`config.mk`:
```
export PLATFORM = sky130hd
export DESIGN_NAME = cpu_run_ctl_flat
export DESIGN_NICKNAME = d
export VERILOG_FILES = /design/src/rtl/cpu_run_ctl_pkg.sv /design/src/rtl/cpu_run_ctl_if.sv /design/src/rtl/cpu_run_ctl.sv /design/src/flat_wrapper.sv
export SDC_FILE = /design/constraint.sdc
export NUM_CORES = 1
export LEC_CHECK = 0
export ABC_AREA = 1
export CAP_MARGIN = 10
export CELL_PAD_IN_SITES_DETAIL_PLACEMENT = 1
export CELL_PAD_IN_SITES_GLOBAL_PLACEMENT = 1
export CORE_MARGIN = 2
export CORE_UTILIZATION = 34
export CTS_CLUSTER_SIZE = 28
export DETAILED_ROUTE_END_ITERATION = 16
export PLACE_DENSITY_LB_ADDON = 0.1
export REMOVE_ABC_BUFFERS = 1
export SYNTH_ARGS = -nofsm -noshare
export SYNTH_HDL_FRONTEND = slang
export SYNTH_SLANG_ARGS = --single-unit
```
`constraint.sdc`:
```
create_clock -name clk -period 2 [get_ports clk]
set_input_delay 0.5 -clock clk [delete_from_list [all_inputs] [get_ports clk]]
set_output_delay 0.5 -clock clk [all_outputs]
set_load 0.01 [all_outputs]
```
`src/rtl/cpu_run_ctl_pkg.sv`:
```
// Shared definitions for the CPU run controller: state and request encodings,
// default parameter values and small decode helpers.
package cpu_run_ctl_defs;

  localparam int unsigned RSTCYC_DEF  = 4;
  localparam int unsigned CNTBITS_DEF = 32;
  localparam int unsigned PC_W        = 20;
  localparam int unsigned RCNT_W      = 8;

  typedef enum logic [1:0] {
    ST_HALT  = 2'd0,
    ST_RUN   = 2'd1,
    ST_STEP  = 2'd2,
    ST_RESET = 2'd3
  } run_state_t;

  typedef enum logic [2:0] {
    REQ_NONE,
    REQ_RST,
    REQ_HALT,
    REQ_STEP,
    REQ_START
  } req_t;

  // Fixed priority: reset beats halt beats step beats start.
  function automatic req_t pick_req(input logic rst, input logic halt,
                                    input logic step, input logic start);
    if (rst)   return REQ_RST;
    if (halt)  return REQ_HALT;
    if (step)  return REQ_STEP;
    if (start) return REQ_START;
    return REQ_NONE;
  endfunction

  function automatic logic cpu_enabled(input run_state_t s);
    return (s == ST_RUN) || (s == ST_STEP);
  endfunction

endpackage

```
`src/rtl/cpu_run_ctl_if.sv`:
```
// Request/acknowledge handshake between a debug requester and the run controller.
interface cpu_run_ctl_if;
  logic cpuhalt;
  logic cpustart;
  logic cpustep;
  logic cpurst;
  logic acklast;

  modport master (output cpuhalt, output cpustart, output cpustep, output cpurst,
                  input acklast);
  modport slave  (input cpuhalt, input cpustart, input cpustep, input cpurst,
                  output acklast);
endinterface

```
`src/rtl/cpu_run_ctl.sv`:
```
// CPU run controller: halt/run/single-step/reset sequencing with breakpoint
// detection and an enabled-cycle counter. All outputs are registered.
module cpu_run_ctl
  import cpu_run_ctl_defs::*;
#(
  parameter int unsigned RSTCYC  = RSTCYC_DEF,
  parameter int unsigned CNTBITS = CNTBITS_DEF
) (
  input  logic               clk,
  input  logic               n_rst,
  cpu_run_ctl_if.slave       req,
  input  logic               retire,
  input  logic [PC_W-1:0]    pc,
  input  logic               bpen,
  input  logic [PC_W-1:0]    bpaddr,
  output logic               cpuen,
  output logic               cpu_n_rst,
  output logic               running,
  output logic               bphit,
  output logic [CNTBITS-1:0] cyccnt
);

  run_state_t        state;
  run_state_t        nxt_state;
  logic [RCNT_W-1:0] rst_cnt;
  logic [RCNT_W-1:0] rst_cnt_nxt;
  logic              ack_nxt;
  logic              bphit_nxt;
  logic              clr_cnt;
  logic              bp_match;
  req_t              taken;

  // Requests arriving during the acknowledge cycle are stale and ignored.
  assign taken    = req.acklast ? REQ_NONE
                                : pick_req(req.cpurst, req.cpuhalt, req.cpustep, req.cpustart);
  assign bp_match = retire && bpen && (pc == bpaddr);

  // NOTE: every output of this block gets a default first so no latch is inferred.
  always_comb begin
    nxt_state   = state;
    rst_cnt_nxt = rst_cnt;
    ack_nxt     = 1'b0;
    bphit_nxt   = bphit;
    clr_cnt     = 1'b0;

    if (taken == REQ_RST && state != ST_RESET) begin
      nxt_state   = ST_RESET;
      rst_cnt_nxt = RCNT_W'(RSTCYC);
      bphit_nxt   = 1'b0;
      clr_cnt     = 1'b1;
    end else begin
      case (state)
        ST_HALT: begin
          case (taken)
            REQ_HALT:  ack_nxt = 1'b1;
            REQ_STEP:  nxt_state = ST_STEP;
            REQ_START: begin
              nxt_state = ST_RUN;
              ack_nxt   = 1'b1;
              bphit_nxt = 1'b0;
            end
            default: ;
          endcase
        end

        ST_RUN: begin
          // Step and start are accepted as no-ops while free-running.
          ack_nxt = (taken != REQ_NONE);
          if (taken == REQ_HALT) nxt_state = ST_HALT;
          if (bp_match) begin
            nxt_state = ST_HALT;
            bphit_nxt = 1'b1;
          end
        end

        ST_STEP: begin
          // Step/start stay pending until the step completes; no breakpoint here.
          if (taken == REQ_HALT || retire) begin
            nxt_state = ST_HALT;
            ack_nxt   = 1'b1;
          end
        end

        ST_RESET: begin
          if (rst_cnt <= RCNT_W'(1)) begin
            nxt_state   = ST_HALT;
            rst_cnt_nxt = '0;
            ack_nxt     = 1'b1;
          end else begin
            rst_cnt_nxt = rst_cnt - RCNT_W'(1);
          end
        end

        default: nxt_state = ST_HALT;
      endcase
    end
  end

  // NOTE: sequential state uses non-blocking assignments only, so every
  // register samples the values from before the edge.
  always_ff @(posedge clk or negedge n_rst) begin
    if (!n_rst) begin
      state       <= ST_HALT;
      rst_cnt     <= '0;
      req.acklast <= 1'b0;
      cpuen       <= 1'b0;
      cpu_n_rst   <= 1'b0;
      running     <= 1'b0;
      bphit       <= 1'b0;
      cyccnt      <= '0;
    end else begin
      state       <= nxt_state;
      rst_cnt     <= rst_cnt_nxt;
      req.acklast <= ack_nxt;
      cpuen       <= cpu_enabled(nxt_state);
      cpu_n_rst   <= (nxt_state != ST_RESET);
      running     <= (nxt_state == ST_RUN);
      bphit       <= bphit_nxt;
      if (clr_cnt)    cyccnt <= '0;
      else if (cpuen) cyccnt <= cyccnt + CNTBITS'(1);
    end
  end

endmodule

```
`src/flat_wrapper.sv`:
```
// flat-port wrapper written by rule: the top's interface ports become plain ports
module cpu_run_ctl_flat import cpu_run_ctl_defs::*;
#(
  parameter int unsigned RSTCYC  = RSTCYC_DEF,
  parameter int unsigned CNTBITS = CNTBITS_DEF
)
  (clk, n_rst, retire, pc, bpen, bpaddr, cpuen, cpu_n_rst, running, bphit, cyccnt, req_cpuhalt, req_cpustart, req_cpustep, req_cpurst, req_acklast);
  cpu_run_ctl_if req_i ();
  input  logic clk;
  input  logic n_rst;
  input  logic retire;
  input  logic [PC_W-1:0] pc;
  input  logic bpen;
  input  logic [PC_W-1:0] bpaddr;
  output logic cpuen;
  output logic cpu_n_rst;
  output logic running;
  output logic bphit;
  output logic [CNTBITS-1:0] cyccnt;
  input wire logic [$bits(req_i.cpuhalt)-1:0] req_cpuhalt;
  input wire logic [$bits(req_i.cpustart)-1:0] req_cpustart;
  input wire logic [$bits(req_i.cpustep)-1:0] req_cpustep;
  input wire logic [$bits(req_i.cpurst)-1:0] req_cpurst;
  output wire logic [$bits(req_i.acklast)-1:0] req_acklast;
  assign req_i.cpuhalt = req_cpuhalt;
  assign req_i.cpustart = req_cpustart;
  assign req_i.cpustep = req_cpustep;
  assign req_i.cpurst = req_cpurst;
  assign req_acklast = req_i.acklast;
  cpu_run_ctl #(.RSTCYC(RSTCYC), .CNTBITS(CNTBITS)) u_core (.clk(clk), .n_rst(n_rst), .req(req_i), .retire(retire), .pc(pc), .bpen(bpen), .bpaddr(bpaddr), .cpuen(cpuen), .cpu_n_rst(cpu_n_rst), .running(running), .bphit(bphit), .cyccnt(cyccnt));
endmodule
```
Figure 1. A small window of the routed layout.
The bar under the picture is 20 um long. Window x 0 to 50, y 0 to 50 um. Cells in grey, sequential cells in the stronger grey; small squares are vias.
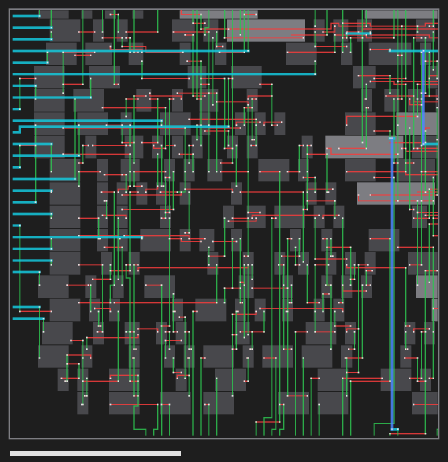
colour	layer
green	M2
red	M1
cyan	M3
blue	M4
cells with their middle in the window	161
netlist names of flops here include	`u_core.cyccnt` (3), `u_core.state` (1)
sequential cells in the window	4
most frequent	nand2_1 (45), clkdlybuf4s50_1 (44), inv_1 (29)

Figure 2. Where the registers sit.
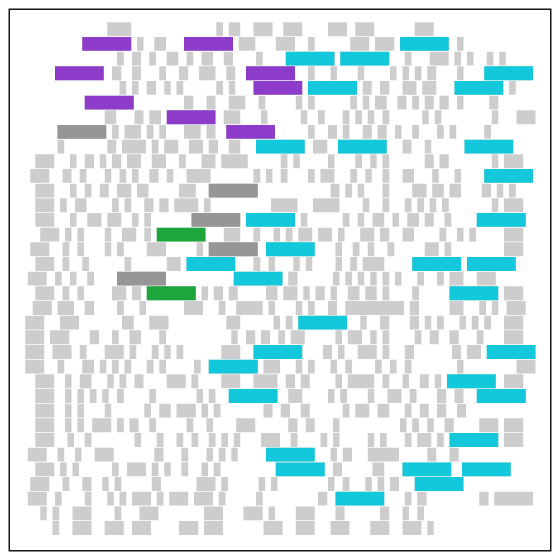
colour	signal	placed flops
green	`u_core.state`	2
cyan	`u_core.cyccnt`	32
purple	`u_core.rst_cnt`	8
not coloured	5

Figure 3. Cell outlines without signal wires.
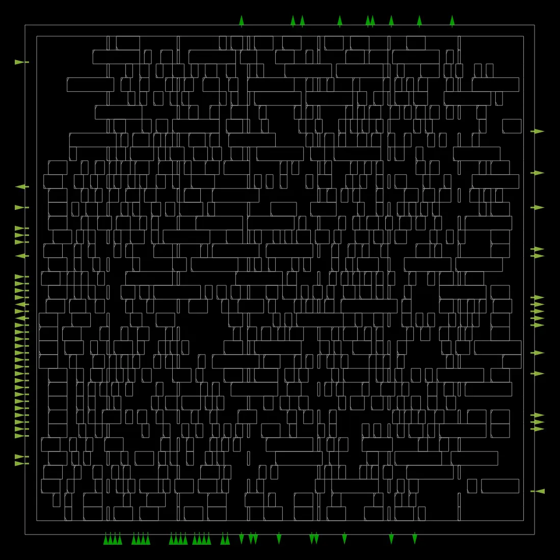
FFs & Latches: 47
Post-Layout Cell Count: 705
total of fill cells in the finished design: 1,222

==> notes.md <==
Figures from the implementation reports.

- The run finished with clean final reports.
- By count the netlist is led by 134 x nand2_1, 89 x inv_1, 76 x nor2_1.
- The count of input and output buffers is about 84.
- The number of H-tree levels reads 2.
- The number of antenna-violating nets in the routed design is 0.
- The switching share of power reads 0.392.
- The fraction of registers with async set or reset after synthesis reads 1.00.
- For reference, the top cells by area after synthesis are dfrtp_1 37%, nand2_1 16%, inv_1 11%.
- Among all flip-flop cells after synthesis, the most frequent one is dfrtp_1.
- The average cell area after synthesis reads ~6.5 um2.
- Per the synthesis report, the AND-OR/OR-AND share of the synthesized area is 0.0924.
- The top cell types in the final layout, fill and taps aside, are 134 x nand2_1, 89 x inv_1, 83 x clkdlybuf4s50_1.
- The largest cell class by area is logic gates.
- The number of global-route vias before repair is about 3,700.
- During tapcell insertion the tool placed about 110 well taps.
- Per STA, the highest per-stage delay on the worst path measures around 0.59 ns.
- Of the total power, the clock network draws 0.202.
- The required time at the worst endpoint is listed as about 1.5 ns.
- The area enclosed by the die boundary reads 10,000 um2.
- Looking at the gate-level netlist, the highest instance count belongs to nand2_1.
- The largest register by flop count is u_core.cyccnt.
- Final hold analysis gives a worst-case slack of 0.154 ns.
- CTS saw 47 sinks.
- Non-clock inverters in the final layout number roughly 91.
- The starting utilization of the core area is 0.345.
- The terminus of the critical flop-to-flop path reads u_core.cpuen.
- The most frequently placed logic cell in the final layout reads nand2_1.
- The path length in cells of the critical path reads 1.
- In this run the clock root is driven by a clkbuf_8.
- The min-delay analysis places its worst path in the category input port to asynchronous set/reset pin.
- The count of max-cap constraint violations is 0.
- The wire length on met1 is 4100 um.
- The final worst clock skew reads roughly 0.012 ns.
- From the final report, the count of setup violators was given as 0.
- The number of buffers inserted during clock tree synthesis is 5.
- Setup repair after global routing left no endpoint under its margin.
- The iteration count recorded for the first detailed-route pass is 4.
- Setup total negative slack on the finished layout was measured at 0 ns.
- The register fraction of the total cell area is 0.268.
- The part of the total power dissipated in sequential elements reads 0.351.
- The flop-to-flop setup slack reads 0.15 ns.
- The biggest fanout along the worst timing path is 4.
- The worst setup path is of the register to output pin kind.
- The number of buffers between clock root and the deepest sink reads 2.
- Multi-input logic gates represent a cell area share of 0.367.
- The number of vias per cell after detailed routing reads between 4 and 5.
- The clock latency reported for the late side of the worst-skew pair is between 0.3 and 0.4 ns.
- The total buffers and inverters traversed by the critical path reads 1.
- The clock-cell share of area reads 0.0262.
- The critical path ends at cpuen.
- The layout summary lists the proportion of cells stronger than drive strength 1 as 0.0758.
Figure 4. Placement by cell class.
Fill, decap, tap and diode cells in grey.
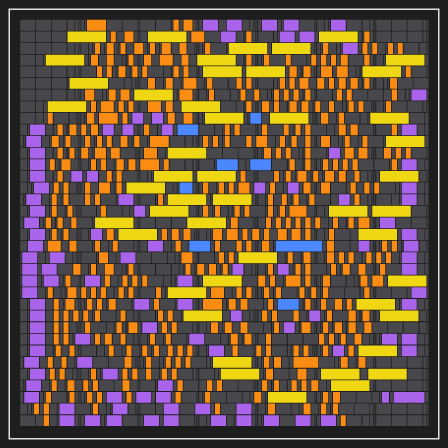
colour	class	cells
blue	clock drivers and dummy loads	8
yellow	registers	47
orange	remaining logic cells	434
purple	remaining buffers and delay cells	105
final core utilization: 0.482
cell row count: 35

Figure 5. Wiring heat map.
The bar under the picture is 20 um long. 20 x 20 tiles, from black (low) to pale yellow (high), scaled to the fullest tile. Values are wire area over tile area, all layers added.
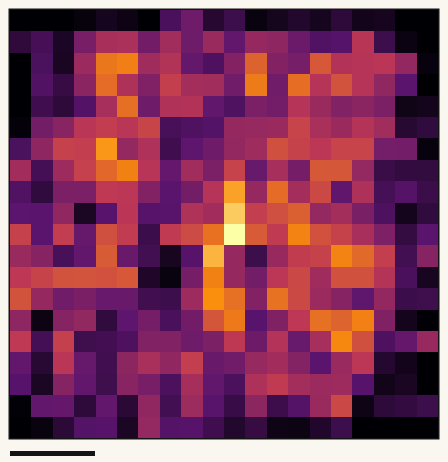
fullest tile	0.43
tiles over half the peak	21%
densest ninth of the die	centre
mean over tiles	0.15
All-Layer GR Usage: 0.203
detailed-route via count: 3,401
detailed-route wire length: 9370 um

Power and IR drop assume default switching activity.
